`config.mk`:
```
export PLATFORM = sky130hd
export DESIGN_NAME = com_frame_divider
export DESIGN_NICKNAME = d
export VERILOG_FILES = /design/src/rtl/com_frame_divider.sv
export SDC_FILE = /design/constraint.sdc
export NUM_CORES = 1
export LEC_CHECK = 0
export ABC_AREA = 1
export CAP_MARGIN = 20
export CORE_MARGIN = 5
export CORE_UTILIZATION = 50
export CTS_CLUSTER_SIZE = 28
export DETAILED_ROUTE_END_ITERATION = 16
export MAX_ROUTING_LAYER = met4
export PLACE_DENSITY_LB_ADDON = 0.1
export SLEW_MARGIN = 10
export SYNTH_ARGS = -nofsm -noshare
export SYNTH_HDL_FRONTEND = slang
export SYNTH_SLANG_ARGS = --single-unit
```
`constraint.sdc`:
```
create_clock -name clk -period 2.8 [get_ports clk]
set_input_delay 0.56 -clock clk [delete_from_list [all_inputs] [get_ports clk]]
set_output_delay 0.56 -clock clk [all_outputs]
set_load 0.02 [all_outputs]
```
`src/rtl/com_frame_divider.sv`:
```
// Centre-of-mass divider: latches per-frame totals on frame_start and computes
// x_total/mass and y_total/mass with a shared serial restoring divider.
module com_frame_divider #(
  parameter int unsigned NUM_W    = 35,
  parameter int unsigned DEN_W    = 26,
  parameter int unsigned OUT_W    = 10,
  parameter int unsigned MIN_MASS = 64
) (
  input  logic             clk,
  input  logic             reset,
  input  logic             frame_start,
  input  logic [NUM_W-1:0] x_total,
  input  logic [NUM_W-1:0] y_total,
  input  logic [DEN_W-1:0] mass_total,
  output logic [OUT_W-1:0] x_center,
  output logic [OUT_W-1:0] y_center,
  output logic             center_valid,
  output logic             result_stb,
  output logic             busy,
  output logic             overrun
);

  localparam int unsigned CntW = $clog2(NUM_W);
  localparam logic [CntW-1:0] CntLast = CntW'(NUM_W - 1);
  localparam logic [DEN_W-1:0] MinMass = DEN_W'(MIN_MASS);

  localparam logic [1:0] StIdle = 2'd0;
  localparam logic [1:0] StDivX = 2'd1;
  localparam logic [1:0] StDivY = 2'd2;
  localparam logic [1:0] StDone = 2'd3;

  logic [1:0]       state_q, state_d;
  logic [NUM_W-1:0] num_q, num_d;
  logic [NUM_W-1:0] ytot_q, ytot_d;
  logic [DEN_W-1:0] den_q, den_d;
  logic [DEN_W:0]   rem_q, rem_d;
  logic [NUM_W-1:0] quo_q, quo_d;
  logic [NUM_W-1:0] xquo_q, xquo_d;
  logic [CntW-1:0]  cnt_q, cnt_d;
  logic [OUT_W-1:0] xc_q, xc_d, yc_q, yc_d;
  logic             valid_q, valid_d, stb_q, stb_d, busy_q, busy_d;

  logic [DEN_W:0]   rem_sh, rem_nx;
  logic             take;
  logic [NUM_W-1:0] quo_nx;

  function automatic logic [OUT_W-1:0] sat(input logic [NUM_W-1:0] q);
    if (|q[NUM_W-1:OUT_W]) return '1;
    return q[OUT_W-1:0];
  endfunction

  // One restoring step; rem_q < den_q always holds, so its MSB is zero.
  always_comb begin
    rem_sh = {rem_q[DEN_W-1:0], num_q[NUM_W-1]};
    take   = (rem_sh >= {1'b0, den_q});
    rem_nx = take ? (rem_sh - {1'b0, den_q}) : rem_sh;
    quo_nx = {quo_q[NUM_W-2:0], take};
  end

  always_comb begin
    state_d = state_q;
    num_d   = num_q;
    ytot_d  = ytot_q;
    den_d   = den_q;
    rem_d   = rem_q;
    quo_d   = quo_q;
    xquo_d  = xquo_q;
    cnt_d   = cnt_q;
    xc_d    = xc_q;
    yc_d    = yc_q;
    valid_d = valid_q;
    busy_d  = busy_q;
    stb_d   = 1'b0;
    unique case (state_q)
      StIdle: begin
        if (frame_start) begin
          num_d  = x_total;
          ytot_d = y_total;
          den_d  = mass_total;
          if (mass_total < MinMass) begin
            valid_d = 1'b0;
            stb_d   = 1'b1;
          end else begin
            state_d = StDivX;
            busy_d  = 1'b1;
            rem_d   = '0;
            quo_d   = '0;
            cnt_d   = '0;
          end
        end
      end
      StDivX, StDivY: begin
        num_d = {num_q[NUM_W-2:0], 1'b0};
        rem_d = rem_nx;
        quo_d = quo_nx;
        cnt_d = cnt_q + 1'b1;
        if (cnt_q == CntLast) begin
          cnt_d = '0;
          if (state_q == StDivX) begin
            xquo_d  = quo_nx;
            num_d   = ytot_q;
            rem_d   = '0;
            quo_d   = '0;
            state_d = StDivY;
          end else begin
            state_d = StDone;
          end
        end
      end
      StDone: begin
        xc_d    = sat(xquo_q);
        yc_d    = sat(quo_q);
        valid_d = 1'b1;
        stb_d   = 1'b1;
        busy_d  = 1'b0;
        state_d = StIdle;
      end
      default: state_d = StIdle;
    endcase
  end

  always_ff @(posedge clk) begin
    if (reset) begin
      state_q <= StIdle;
      num_q   <= '0;
      ytot_q  <= '0;
      den_q   <= '0;
      rem_q   <= '0;
      quo_q   <= '0;
      xquo_q  <= '0;
      cnt_q   <= '0;
      xc_q    <= '0;
      yc_q    <= '0;
      valid_q <= 1'b0;
      stb_q   <= 1'b0;
      busy_q  <= 1'b0;
    end else begin
      state_q <= state_d;
      num_q   <= num_d;
      ytot_q  <= ytot_d;
      den_q   <= den_d;
      rem_q   <= rem_d;
      quo_q   <= quo_d;
      xquo_q  <= xquo_d;
      cnt_q   <= cnt_d;
      xc_q    <= xc_d;
      yc_q    <= yc_d;
      valid_q <= valid_d;
      stb_q   <= stb_d;
      busy_q  <= busy_d;
    end
  end

  assign x_center     = xc_q;
  assign y_center     = yc_q;
  assign center_valid = valid_q;
  assign result_stb   = stb_q;
  assign busy         = busy_q;
  // DONE counts as busy, so a frame_start there is dropped too.
  assign overrun      = frame_start & (state_q != StIdle) & ~reset;

endmodule

```
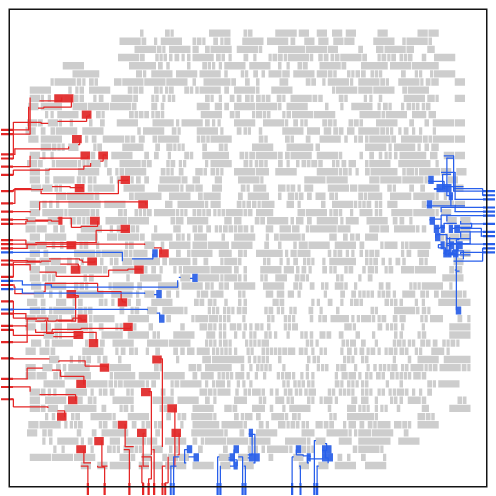
(run_1/io_fan.png)
(3 px per µm)
| port | colour | bits | direction | end cells | buffers | wire |
|---|---|---|---|---|---|---|
| `mass_total` | blue | 26 | input | 37 | 27 | 713 µm |
| `x_total` | red | 35 | input | 35 | 35 | 1,060 µm |

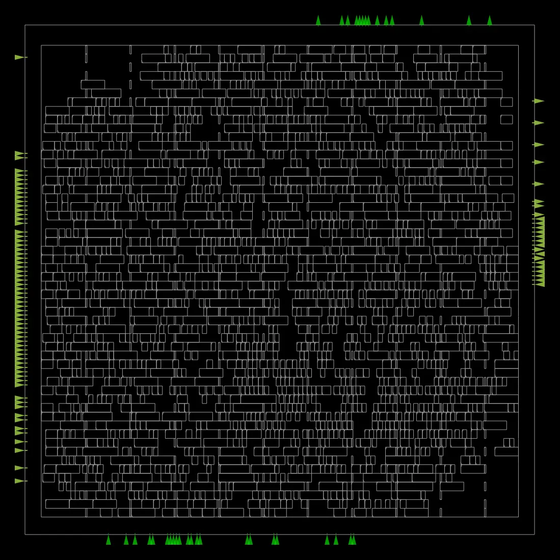
(run_1/placement.png)
tap cells: 280
CORE AREA: 21,800 µm²
num rows: 54

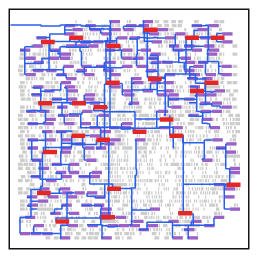
(run_1/clk_routes.png)
(1.5 px per µm)
[flip-flops] purple | count: 223
[clock wires] blue | length: 2,830 µm
[clock drivers] red | count: 25
flops lie: spread over the die

==> design notes, run 1 <==
The flow ran to the end, and the final reports show no timing, DRC or antenna violations. Synthesis produced a netlist whose cell count is 1,597. The critical path depth in cells is 4. Of the total standard cell area in the layout, the multi-input combinational portion is 40.9%. At the placement stage, the worst setup path has a slack of -0.0950 ns.

The and-or/or-and share of the synthesized area was 18.8%; the total setup violations reported at the end of the flow was 0. Summed over all nets, wire length on met2 after detailed routing comes to 12.4 mm. The timing report attributes the biggest portion of critical-path delay to buffers and inverters.

For the portion of total power attributed to the clock network, the log shows 28.9%. With the total count of max-transition violations in the final report at 0, the switching part of the total power is 39.2%. In the global route stage, overall resource usage came out at 22.8%. The design draws 13.2 mW. Measured in cells, the most critical reg-to-reg path has a length of 10.

From synthesis to final layout, the design area changed by 21.8%. The tools report the number of fillers in the final layout as 2,073. At the worst endpoint, the required time is 2.24 ns. The critical path goes through inv_1 -> ha_1 -> nor3_1 -> dlygate4sd2_1. The cell at the root of the clock tree is sky130_fd_sc_hd__clkbuf_16.

The total die area is 25,200 µm², and the wire length of the first global-routing pass is 47.0 mm. Looking at the max-slew report, the worst-margin pin has a slew of 0.932 ns. OpenROAD emitted warnings numbering 29. The run gives 89 for the maximum number of pins on one net before global-route repair.

The cell group occupying the most layout area is logic gates. The worst relative slew slack was 37.9%; the share of the yosys chip area belonging to registers was 40.4%. Yosys attributes the largest share of cell area to sky130_fd_sc_hd__dfxtp_1 (40%), sky130_fd_sc_hd__nand2_1 (12%), sky130_fd_sc_hd__o21ai_0 (7.6%), sky130_fd_sc_hd__a21oi_1 (7.1%), sky130_fd_sc_hd__inv_1 (6.3%). The post-route non-filler standard cell count came out at 1,991.

STA lists the endpoint of the worst register-to-register path as rem_q[23]$_SDFFE_PP0P_. The starting density of the core was 50.6%. In the power breakdown, the internal column shows 7.99 mW.

The synthesized-area fraction occupied by and/or/nand/nor cells was 26.4%; the power density relative to cell area was 978 nW/µm². The chip area line in the Yosys stat output reads 11,000 µm². Dividing the detail-routed wire length by the instance count gives 14.1 µm.

The area fraction of clock buffers and clock inverters works out to 7.25%. The worst setup path is launched from a flop. For the worst hold slack, the log shows 0.457 ns.

The final setup slack of the worst path came out at 0.302 ns. The flip-flop and latch count after synthesis works out to 223. Combinational logic burns 40.5% of the power.

For reference, the mux area share after synthesis is 0%. After detailed routing, the number of remaining DRC violations is 0. The run gives 35.2% for the global routing met2 resource utilization. The run gives 1 as the post-cts gate resize count. Final wirelength: 28.2 mm. The final layout reports a setup TNS of 0 ns. For the area of the mapped netlist, the log shows 11,000 µm².

The type of the tightest min-delay check was flop to flop. The initial antenna violation count was 1. With the net switching power at 5.16 mW, the layout buffer count excluding clock buffers is 147.

First element of the critical path: state_q[0]$_SDFFE_PP0P_. The share of synthesized area in the top cell type comes to 40.4%. Cells with a size suffix above 1 make up 5.96% of the layout. Per the timing report, the most critical flop-to-flop path originates at state_q[0]$_SDFFE_PP0P_. The run gives 4460 µm² for the area taken by flip-flops and latches.

The number of setup buffers added after CTS is 0. Most area-hungry cell type in the Yosys netlist: sky130_fd_sc_hd__dfxtp_1. The via count of the first global-routing pass was 9,810; the post-route clock period utilization was 89.2%. The antenna diode instance count is 1, and the clock group power is 3.80 mW.

For the met3 track demand over resource in global routing, the log shows 3.72%. The total number of yosys warnings came out at 0. The tools report the number of iterations in the first detailed-routing pass as 5. In the layout the commonest cells are sky130_fd_sc_hd__nand2_1 (364), sky130_fd_sc_hd__dfxtp_1 (223), sky130_fd_sc_hd__inv_1 (185), sky130_fd_sc_hd__nor2_1 (181), sky130_fd_sc_hd__o21ai_0 (167). For this run, global-route usage on met1 was measured as 31.9%. With the count of buffering cells on the critical path with inverters included at 2, the proportion of final cell area spent on non-clock buffers is 10.6%. The count of final hold-check violations is 0. Per report_power, the Sequential row totals 4.02 mW.

The run gives 159 µm for the horizontal die dimension. The maximum clock path buffer count was 3; the number of clock buffer instances in the layout was 32. The highest achievable clock rate came out at 0.400 GHz. Prevailing logic family in the synthesized netlist: simple AND/OR/NAND/NOR gates.

Summing over every cut layer, the via total after detailed routing is 10,439. The run gives 6.92 µm² for the average footprint of a synthesized cell. Counting tap cells, the placed design contains a total of 1,944 instances. Sequential cells placed in the final layout were counted as 223. The library cell used most frequently in the layout, excluding fill and tap cells, is sky130_fd_sc_hd__nand2_1. Between clock sinks in the finished design, the worst skew comes to 0.0137 ns. Counting the buffers created by CTS gives 25. Per the STA report, the cell with the highest stage delay on the worst path is sky130_fd_sc_hd__dlygate4sd2_1. The critical path arrival is 1.94 ns, and the final critical-path required period is 2.50 ns. The fraction of the core area covered by cells at the end of the flow came out at 61.7%.

In the Yosys stats the netlist draws on 46 distinct library cells. For reference, full adder, half adder and majority cells occupy 3.69% of the area reported after synthesis. For the final design area excluding fillers, the log shows 13,500 µm².

After the last flow step, the layout net total stands at 1,822. For this run the detailed placement stage logged an HPWL of 18.8 mm. For the insertion delay to the later sink of the worst-skew pair, the log shows 0.53 ns. With the total number of clock tree sinks at 223, the leftover overflow at the end of global routing is 0. VDD sags by at most 0.725 mV.

Clock-pin slew was measured on the worst setup and hold paths at 0.06 ns. The run gives 1 as the H-tree level count. The logs give 1,597 for the number of standard cells reported by yosys and 668 for the number of DRC markers after the initial detailed-route iteration.

At the end of routability-driven placement, the weighted congestion stood at 0.962. The register share of the cell area is 33.2%. The number of nets in the synthesized netlist is 1,728. The worst setup path is captured at an output pin. The placed instances occupy a cell area of 12,500 µm². The wire length on met3 is 1.76 mm, and the multi-input logic area is 5510 µm². Setup repair after global routing left no endpoint under its margin. The die boundary height works out to 159 µm. The top routing layer in use was met4. The count of maximum capacitance violations was 0. The category of the most critical setup path was flop to output pin. The heaviest power group was combinational logic.

The met1 wire length came out at 13.5 mm. On the worst path, the slowest cell contributes a delay of 0.39 ns. The timing endpoint of the critical path is overrun. The run gives 30.6% for the register share of total power. The tally of nets with antenna violations remaining after routing was 0; the worst-path maximum fanout was 5. The run gives 0% for the fraction of synthesis flops using an asynchronous set or reset pin.
==> run 1: synthesized netlist by cell type, types with 9 or more instances <==
library cell / count
sky130_fd_sc_hd__a21oi_1: 156
sky130_fd_sc_hd__a221oi_1: 34
sky130_fd_sc_hd__buf_2: 15
sky130_fd_sc_hd__clkbuf_1: 51
sky130_fd_sc_hd__dfxtp_1: 223
sky130_fd_sc_hd__ha_1: 31
sky130_fd_sc_hd__inv_1: 185
sky130_fd_sc_hd__nand2_1: 365
sky130_fd_sc_hd__nand3_1: 71
sky130_fd_sc_hd__nand3b_1: 19
sky130_fd_sc_hd__nand4_1: 9
sky130_fd_sc_hd__nor2_1: 181
sky130_fd_sc_hd__o211ai_1: 11
sky130_fd_sc_hd__o21ai_0: 167
sky130_fd_sc_hd__xnor2_1: 9
==> run 1: how the worst min path moves through the flow <==
stage                            start                      end  slack [ns]  cells after the start
2_1_floorplan  xquo_q[31]$_SDFFE_PP0P_  xquo_q[31]$_SDFFE_PP0P_        0.43                      2
4_1_cts        xquo_q[28]$_SDFFE_PP0P_  xquo_q[28]$_SDFFE_PP0P_        0.46                      2
5_1_grt         xquo_q[7]$_SDFFE_PP0P_   xquo_q[7]$_SDFFE_PP0P_        0.48                      2
6_report       xquo_q[33]$_SDFFE_PP0P_  xquo_q[33]$_SDFFE_PP0P_        0.46                      2
3_5_place_dp   xquo_q[28]$_SDFFE_PP0P_  xquo_q[28]$_SDFFE_PP0P_        0.45                      2
3_3_place_gp   xquo_q[28]$_SDFFE_PP0P_  xquo_q[28]$_SDFFE_PP0P_        0.44                      2
--- run 2 (diff from run 1) ---
- SLEW_MARGIN: 10 -> default
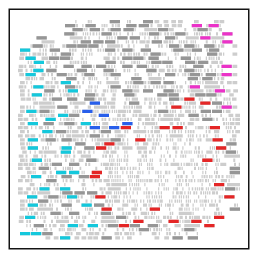
(run_2/flops_by_reg.png)
(1.5 px per µm) Other sequential cells in the stronger grey, the rest of the logic in the fainter grey.
| netlist name | colour | sequential cells |
|---|---|---|
| `x_center` | magenta | 10 |
| `ytot_q` | cyan | 35 |
| `rem_q` | red | 26 |
| `cnt_q` | blue | 6 |
not coloured: 146
fraction of area in registers: 33.2%
Seq group: 4.02 mW
fin util: 61.7%
Reg area: 4460 µm²

==> design notes, run 2 <==
The timing report gives the clock slew at the launch and capture registers of the worst setup and hold paths as 0.06 ns. For reference, the critical path cell chain is inv_1 -> ha_1 -> nor3_1 -> dlygate4sd2_1. The starting density of the core is 50.6%, and the count of maximum capacitance violations is 0. The switching part of the total power was 39.2%; the fraction of synthesis flops using an asynchronous set or reset pin was 0%.

The worst hold path belongs to the class flop to flop. Per the detail_route log, the uppermost layer with routed signals is met4. After detailed placement, the total cell area comes to 12,500 µm². The area of the mapped netlist is 11,000 µm², and the I/O pin total is 123. Internal reg-to-reg setup slack: 0.35 ns.

Entering global routing, the biggest net connects 89 pins. For hold timing, the worst endpoint is xquo_q[33]$_SDFFE_PP0P_. The yosys stat chip area was 11,000 µm². The tally of OpenROAD warnings is 29.

The flow reports that combinational logic draws 40.5% of the design power. The run gives 12.4 mm for the met2 wire length. Ranked by instance count, the synthesized netlist is headed by sky130_fd_sc_hd__nand2_1 (365), sky130_fd_sc_hd__dfxtp_1 (223), sky130_fd_sc_hd__inv_1 (185). The timing report gives the biggest stage delay along the critical path as 0.39 ns. Per the skew report, the later register of the worst-skew pair sees a clock latency of 0.53 ns. The run finished with clean final reports. The average detailed-routed wire length per instance is 14.1 µm, and the global routing usage summed across all routing layers is 22.8%. Per the synth stats, the flop cell with the highest instance count is sky130_fd_sc_hd__dfxtp_1. The maximum clock path buffer count is 3, and the wire length of the first global-routing pass is 47.0 mm.

In the placement report, post-DP HPWL is listed as 18.8 mm. Setup repair after global routing left no endpoint under its margin. According to the floorplan report, the die width is 159 µm. For this run, the detailed router reports a per-instance via density of 5.24. The leftover overflow at the end of global routing was 0; the placement row count was 54. The logs give 9,810 for the via count of the first global-routing pass and 0 for the total count of max-transition violations in the final report. The count of buffers added on input and output ports is 122.

The worst path uses 89.2% of the clock period. The floorplan step set the die height to 159 µm. The run gives 0.962 as the final RePlAce weighted congestion. The layout summary lists the proportion of cells stronger than drive strength 1 as 5.96%.

STA puts the critical path data arrival time at 1.94 ns. The number of different library cells used by synthesis comes to 46. Per the timing report, the biggest fanout along the worst path comes to 5. Number of standard cells reported by yosys: 1,597. Looking at the clock tree report, the root buffer type is sky130_fd_sc_hd__clkbuf_16.

Standard cell core area: 21,800 µm². The most frequently used library cell after synthesis is sky130_fd_sc_hd__nand2_1. Count of flip-flops with a built-in enable after synthesis: 0.

STA classifies the critical path endpoint as an output pin. On the final layout, the worst hold slack is 0.457 ns. The run gives 0 for the total number of yosys warnings. The critical path in this run is classified as flop to output pin. Synthesis handed over a netlist of 1,597 instances. The portion of total power attributed to the clock network is 28.9%.

The required time at the endpoint of the critical path is 2.24 ns. The tools report the worst clock skew as 0.0137 ns. Counting tap cells, the placed design contains a total of 1,944 instances. VDD sags by at most 0.725 mV. Global routing consumed, on the met3 layer, 3.72% of the routing resources. The net count of the finished layout is 1,822. The flip-flop and latch count after synthesis was 223. For the number of DRC markers after the initial detailed-route iteration, the log shows 668.

The tally of nets with antenna violations remaining after routing is 0. For the initial antenna violation count, the log shows 1. The global routing's busiest layer was met2. The total negative slack was 0 ns; the worst relative slew slack was 37.9%.

Counting every net in the synthesized netlist gives 1,728. By instance count after routing, the leading logic cell type is sky130_fd_sc_hd__nand2_1. For the finished layout, the period the worst path requires is 2.50 ns. On met1, the global router reports a usage of 31.9%.

The nature of the critical path startpoint was a flop. The most area-hungry cell type in the Yosys netlist was sky130_fd_sc_hd__dfxtp_1. For the internal power summed over all cells, the log shows 7.99 mW. The total setup violations reported at the end of the flow is 0.

The first detailed-routing pass took 5 iterations. The H-tree level count was 1. The run gives 40.4% for the share of the yosys chip area belonging to registers.

The leakage power in the latest report is 5.78 nW. The slowest stage of the critical path is the sky130_fd_sc_hd__dlygate4sd2_1 cell. The logs give 0.400 GHz for the highest achievable clock rate and 0 for the count of final hold-check violations. Yosys attributes the largest share of cell area to sky130_fd_sc_hd__dfxtp_1 (40%), sky130_fd_sc_hd__nand2_1 (12%), sky130_fd_sc_hd__o21ai_0 (7.6%), sky130_fd_sc_hd__a21oi_1 (7.1%), sky130_fd_sc_hd__inv_1 (6.3%). Startpoint of the lowest-slack hold path: xquo_q[33]$_SDFFE_PP0P_. Summing internal, switching and leakage power gives 13.2 mW. In the global route stage, met2 resource usage came out at 35.2%. The script extracted a net switching power of 5.16 mW. TritonCTS built the clock tree. The logs give -0.0950 ns for the worst slack at placement and 25 for the number of buffers created by CTS.

The final setup slack of the worst path came out at 0.302 ns. Once layout is done, the placed cells without fillers occupy 13,500 µm². The worst hold path was traced through 2 stages. In this run, flip-flops and latches consume 30.6% of the power. The tree built by TritonCTS fans out to 223 sinks. The logs give 1.76 mm for the wire length on met3 and 2,073 for the number of fillers in the final layout.

Total power normalized to cell area comes to 978 nW/µm². The final route contains 10,439 vias. Leaving out filler cells and counting taps, the final layout contains 1,991.

In this run the biggest area consumer among cell types represents 40.4% of the synthesized area. In the layout the commonest cells are sky130_fd_sc_hd__nand2_1 (364), sky130_fd_sc_hd__dfxtp_1 (223), sky130_fd_sc_hd__inv_1 (185), sky130_fd_sc_hd__nor2_1 (181), sky130_fd_sc_hd__o21ai_0 (167). Layout overhead on the synthesized area: 21.8%. For the worst reg-to-reg path, the endpoint reported by OpenROAD is rem_q[23]$_SDFFE_PP0P_.

The worst register-to-register path depth is 10. The post-cts gate resize count was 1; the total die area was 25,200 µm². Hold repair after CTS inserted 0 buffers. The average footprint of a synthesized cell is 6.92 µm², and the total DRC errors in the routed layout is 0. The post-route report lists met1 wire length as 13.5 mm. The run gives 0 for the number of buffers added for setup after CTS.

In this run the critical register-to-register path is launched from state_q[0]$_SDFFE_PP0P_. Per the detailed-route log, wirelength across all metal layers totals 28.2 mm. The measured slew at the worst slew-check pin came out at 0.932 ns.
[run 2: area by class of cell]
class                   count  area (µm²)  area share [%]
diodes                      1        2.50          0.0186
clock inverters            14         264            1.96
repair buffers            147        1430            10.6
inverters                 193         726            5.39
well taps                 280         350            2.60
multi-input cells        1101        5510            40.9
clock buffers              32         712            5.29
flip-flops and latches    223        4460            33.2
[run 2: power by group through the flow]
stage,clock network [mW],registers (mW),logic [mW]
finish,3.80,4.02,5.33
detailed placement,0,4.09,5.29
global placement,0,4.07,5.25
floorplan,0,4.09,3.97
CTS,3.87,4.02,5.33
global route,4.01,4.09,6.04
[run 2: cell families after synthesis]
logic type / after synthesis / synth area share (%)
XOR/XNOR: 10 / 0.793
adder cells (fa/ha/maj): 32 / 3.69
flip-flops: 223 / 40.4
buffers and inverters: 273 / 9.84
AND-OR/OR-AND: 377 / 18.8
AND/OR/NAND/NOR: 682 / 26.4
[run 2: how the worst max path moves through the flow]
stage                             end  slack, ns  depth (start not counted)                     from
3_5_place_dp   rem_q[19]$_SDFFE_PP0P_       -0.1                         13            mass_total[6]
3_3_place_gp   rem_q[25]$_SDFFE_PP0P_      -0.02                         13            mass_total[6]
2_1_floorplan                 overrun       0.85                          3                    reset
6_report                      overrun       0.30                          4  state_q[0]$_SDFFE_PP0P_
4_1_cts                       overrun       0.26                          4  state_q[0]$_SDFFE_PP0P_
5_1_grt        rem_q[22]$_SDFFE_PP0P_       0.09                         10  state_q[0]$_SDFFE_PP0P_
[run 2: worst max-delay path: cells and delay by family, from the launching register on]
family                   cells  cell delay, ns
buffers and inverters        2            0.46
adder cells (fa/ha/maj)      1            0.29
flip-flops                   1            0.36
AND/OR/NAND/NOR              1            0.30
--- run 3 (diff from run 2) ---
- CORE_UTILIZATION: 50 -> 40
- clock period: 2.8 -> 2.45 ns (I/O delays scaled with it)
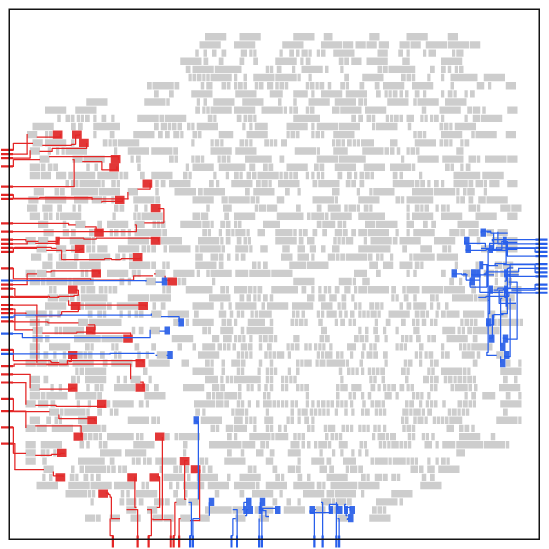
(run_3/io_fan.png)
(3 px per µm)
| port | colour | bits | direction | end cells | buffers | wire |
|---|---|---|---|---|---|---|
| `mass_total` | blue | 26 | input | 37 | 36 | 879 µm |
| `x_total` | red | 35 | input | 35 | 35 | 1,170 µm |
top-level I/O count: 123
input/output buffers: 122

==> design notes, run 3 <==
The signal on the critical path passes through inv_1 -> ha_1 -> nor3_1 -> buf_4 -> dlygate4sd2_1. With the average detailed-routed wire length per instance at 13.7 µm, the leakage power is 5.85 nW. The post-cts gate resize count came out at 1. The delay of the slowest cell on the worst path works out to 0.36 ns. Looking at the gate-level netlist, the highest instance count belongs to sky130_fd_sc_hd__nand2_1. Per the detail_route report, DRC violations left total 0. The cell type that accounts for the most area after synthesis is sky130_fd_sc_hd__dfxtp_1.

Nets still carrying antenna violations after routing amount to 0. The worst-path maximum fanout was 3; the count of flip-flops with a built-in enable after synthesis was 0. Yosys stat counts 1,597 cells in the synthesized netlist.

The layout overhead on the synthesized area works out to 24.1%. The maximum number of pins on one net before global-route repair was 89. Data on the critical path arrives at its endpoint at 1.83 ns.

The global routing usage summed across all routing layers came out at 18.9%. Looking at the clock tree report, the root buffer type is sky130_fd_sc_hd__clkbuf_16. STA classifies the critical path endpoint as an output pin. Sequential cells were found to cover 40.4% of the synthesized design area.

For this run, the top clock speed supported by timing is 0.431 GHz. Post-CTS timing repair inserted 0 buffers for setup. In the layout the commonest cells are sky130_fd_sc_hd__nand2_1 (364), sky130_fd_sc_hd__dfxtp_1 (223), sky130_fd_sc_hd__inv_1 (185), sky130_fd_sc_hd__nor2_1 (181), sky130_fd_sc_hd__o21ai_0 (167).

On the final layout, the worst hold slack is 0.455 ns. The horizontal die dimension was 176 µm. The synthesis run identifies the leading combinational cell family as simple AND/OR/NAND/NOR gates. The data required time reported for the critical path is 1.96 ns.

After synthesis, the mean cell area works out to 6.92 µm². In the routed layout, each cell is associated on average with a via count of 4.90. The H-tree level count was 1; the net switching power was 5.95 mW. The most instantiated flip-flop cell in the synthesis netlist was sky130_fd_sc_hd__dfxtp_1. The floorplan step defined a die boundary enclosing 31,000 µm². The run gives 1,728 for the number of nets in the synthesized netlist. The type of the tightest min-delay check is flop to flop.

Per the run summary, max-cap violations total 0. The first global-routing pass estimated 48.8 mm of wire. The run finished with clean final reports. Fill cells in the final layout number 2,752. The number of DRC markers after the initial detailed-route iteration was 574.

Startpoint of the most critical register-to-register path: den_q[18]$_SDFFE_PP0P_. The total setup violations reported at the end of the flow came out at 0. The standard cell with the maximum stage delay on the critical path was sky130_fd_sc_hd__dfxtp_1. Per the layout area report, the register area comes to 4460 µm². The pre-antenna-repair detailed-routing pass consisted of 5 iterations.

The tools report the area of the mapped netlist as 11,000 µm². The netlist uses 46 different library cells. The final RePlAce weighted congestion was 0.929; the portion of synthesized cell area occupied by the leading cell type was 40.4%. At the pin with the least slew margin, the transition time is 0.959 ns. Setup repair after global routing left no endpoint under its margin. Looking at the setup timing report, the critical path kind is flop to output pin. Per report_power, the Clock row totals 3.99 mW.

With the register share of total power at 30.8%, the worst clock skew is 0.0131 ns. With the insertion delay to the later sink of the worst-skew pair at 0.53 ns, the worst relative slew slack is 36.1%. Counting flops and latches in the post-synthesis netlist gives 223. The initial utilization of the core area, before any placement, comes to 40.8%.

According to the CTS report, the clock sink count is 223. Total count of max-transition violations in the final report: 0. After detailed routing, the met3 layer carries 1.69 mm of wire. The initial antenna violation count was 2; the fraction of synthesis flops using an asynchronous set or reset pin was 0%. Most common logic cell in the routed design: sky130_fd_sc_hd__nand2_1. Internal power summed over all cells: 8.96 mW. The logs give 0 for the total number of yosys warnings and 9,720 for the via count of the first global-routing pass.

IR analysis of the VDD net gives a maximum drop of 0.732 mV. Per the OpenROAD floorplan log, the height of the die is 176 µm. Summed over all sequential cells, the power is 4.60 mW. The tools report the placement row count as 60.

Ranked by total cell area, the synthesized netlist is headed by sky130_fd_sc_hd__dfxtp_1 (40%), sky130_fd_sc_hd__nand2_1 (12%), sky130_fd_sc_hd__o21ai_0 (7.6%), sky130_fd_sc_hd__a21oi_1 (7.1%), sky130_fd_sc_hd__inv_1 (6.3%). The most critical setup path has its startpoint at state_q[0]$_SDFFE_PP0P_. Summing all multiplexer cells gives an area fraction of 0%. The top routing layer in use is met4.

The worst path uses 94.7% of the clock period. The portion of total power attributed to the clock network was 26.7%; the standard cell core area was 27,100 µm². With the yosys stat chip area at 11,000 µm², the count of final hold-check violations is 0. TritonCTS built the clock tree. The tally of OpenROAD warnings was 29. The count of cells in the finished layout, fillers not included, comes to 2,106. The clock period could shrink to 2.32 ns. The leftover overflow at the end of global routing came out at 0. In the detailed route, the total length drawn on met2 is 12.2 mm.

The power report shows net switching accounting for 39.9% of the total. The power report lists the combinational group at 6.33 mW. And-or/or-and share of the synthesized area: 18.8%.

With the synthesized-area fraction occupied by and/or/nand/nor cells at 26.4%, the post-detailed-placement half-perimeter wirelength is 19.9 mm. Per the detail_route report, the via count comes to 10,316. In this run, the synthesized area fraction spent on xor and xnor cells is recorded as 0.793%.

For the relative contribution of combinational cells to total power, the log shows 42.5%. Heaviest power group: combinational logic. The run gives 1,597 for the post-synthesis cell count.
-- run 3: cell count changes in the layout (fill, tap and decap cells not counted), sizes merged --
cell | before | now
clkbuf | 32 | 35
bufinv | 7 | 3
diode | 1 | 2
inv | 192 | 190
buf | 26 | 47
clkinv | 8 | 10
clkinvlp | 0 | 2
-- run 3: routing by layer --
| metal | vias up | track usage (%) |
|---|---|---|
| met3 | 30 | 3.47 |
| met5 | - | - |
| met2 | 198 | 28.1 |
| li1 | 5446 | - |
| met1 | 4642 | 27.3 |
| met4 | 0 | 3.38 |
-- run 3: stage by stage --
step                      area, µm²  TNS, ns  worst slack, ns  power (mW)  util, %
final                         13700        0            0.130        14.9     50.6
after floorplan               11000        0            0.561        9.21        -
after global routing          13700        0           0.0140        16.2     50.6
after detailed placement      12800    -2.81           -0.110        11.0     47.2
after CTS                     13700        0           0.0545        15.0     50.5
after global placement        12800   -0.317          -0.0405        10.9     47.2
-- run 3: path summary, 6_finish.rpt --
kind                              to  slack (ns)  cells past startpoint
max reg2reg   rem_q[20]$_SDFFE_PP0P_        0.19                     13
min          xquo_q[32]$_SDFFE_PP0P_        0.45                      2
min reg2reg  xquo_q[32]$_SDFFE_PP0P_        0.45                      2
max                          overrun        0.13                      5
-- run 3: layout make-up --
class                   count  area share (%)
multi-input cells        1101            40.2
flip-flops and latches    223            32.6
repair buffers            168            12.0
clock buffers              35            5.36
inverters                 193            5.29
well taps                 372            3.40
clock inverters            12            1.19
diodes                      2          0.0365
-- run 3: cell families after synthesis --
group	count (synthesis)
compound gates	377
fa+ha+maj	32
flops	223
simple gates	682
buf+inv	273
xor+xnor	10
-- run 3: worst max-delay path, delay by kind of cell, from the launching register on --
family / cells / cell delay, ns
fa+ha+maj: 1 / 0.20
buf+inv: 3 / 0.55
flops: 1 / 0.36
simple gates: 1 / 0.20
Power is estimated from default activity; no workload was simulated.
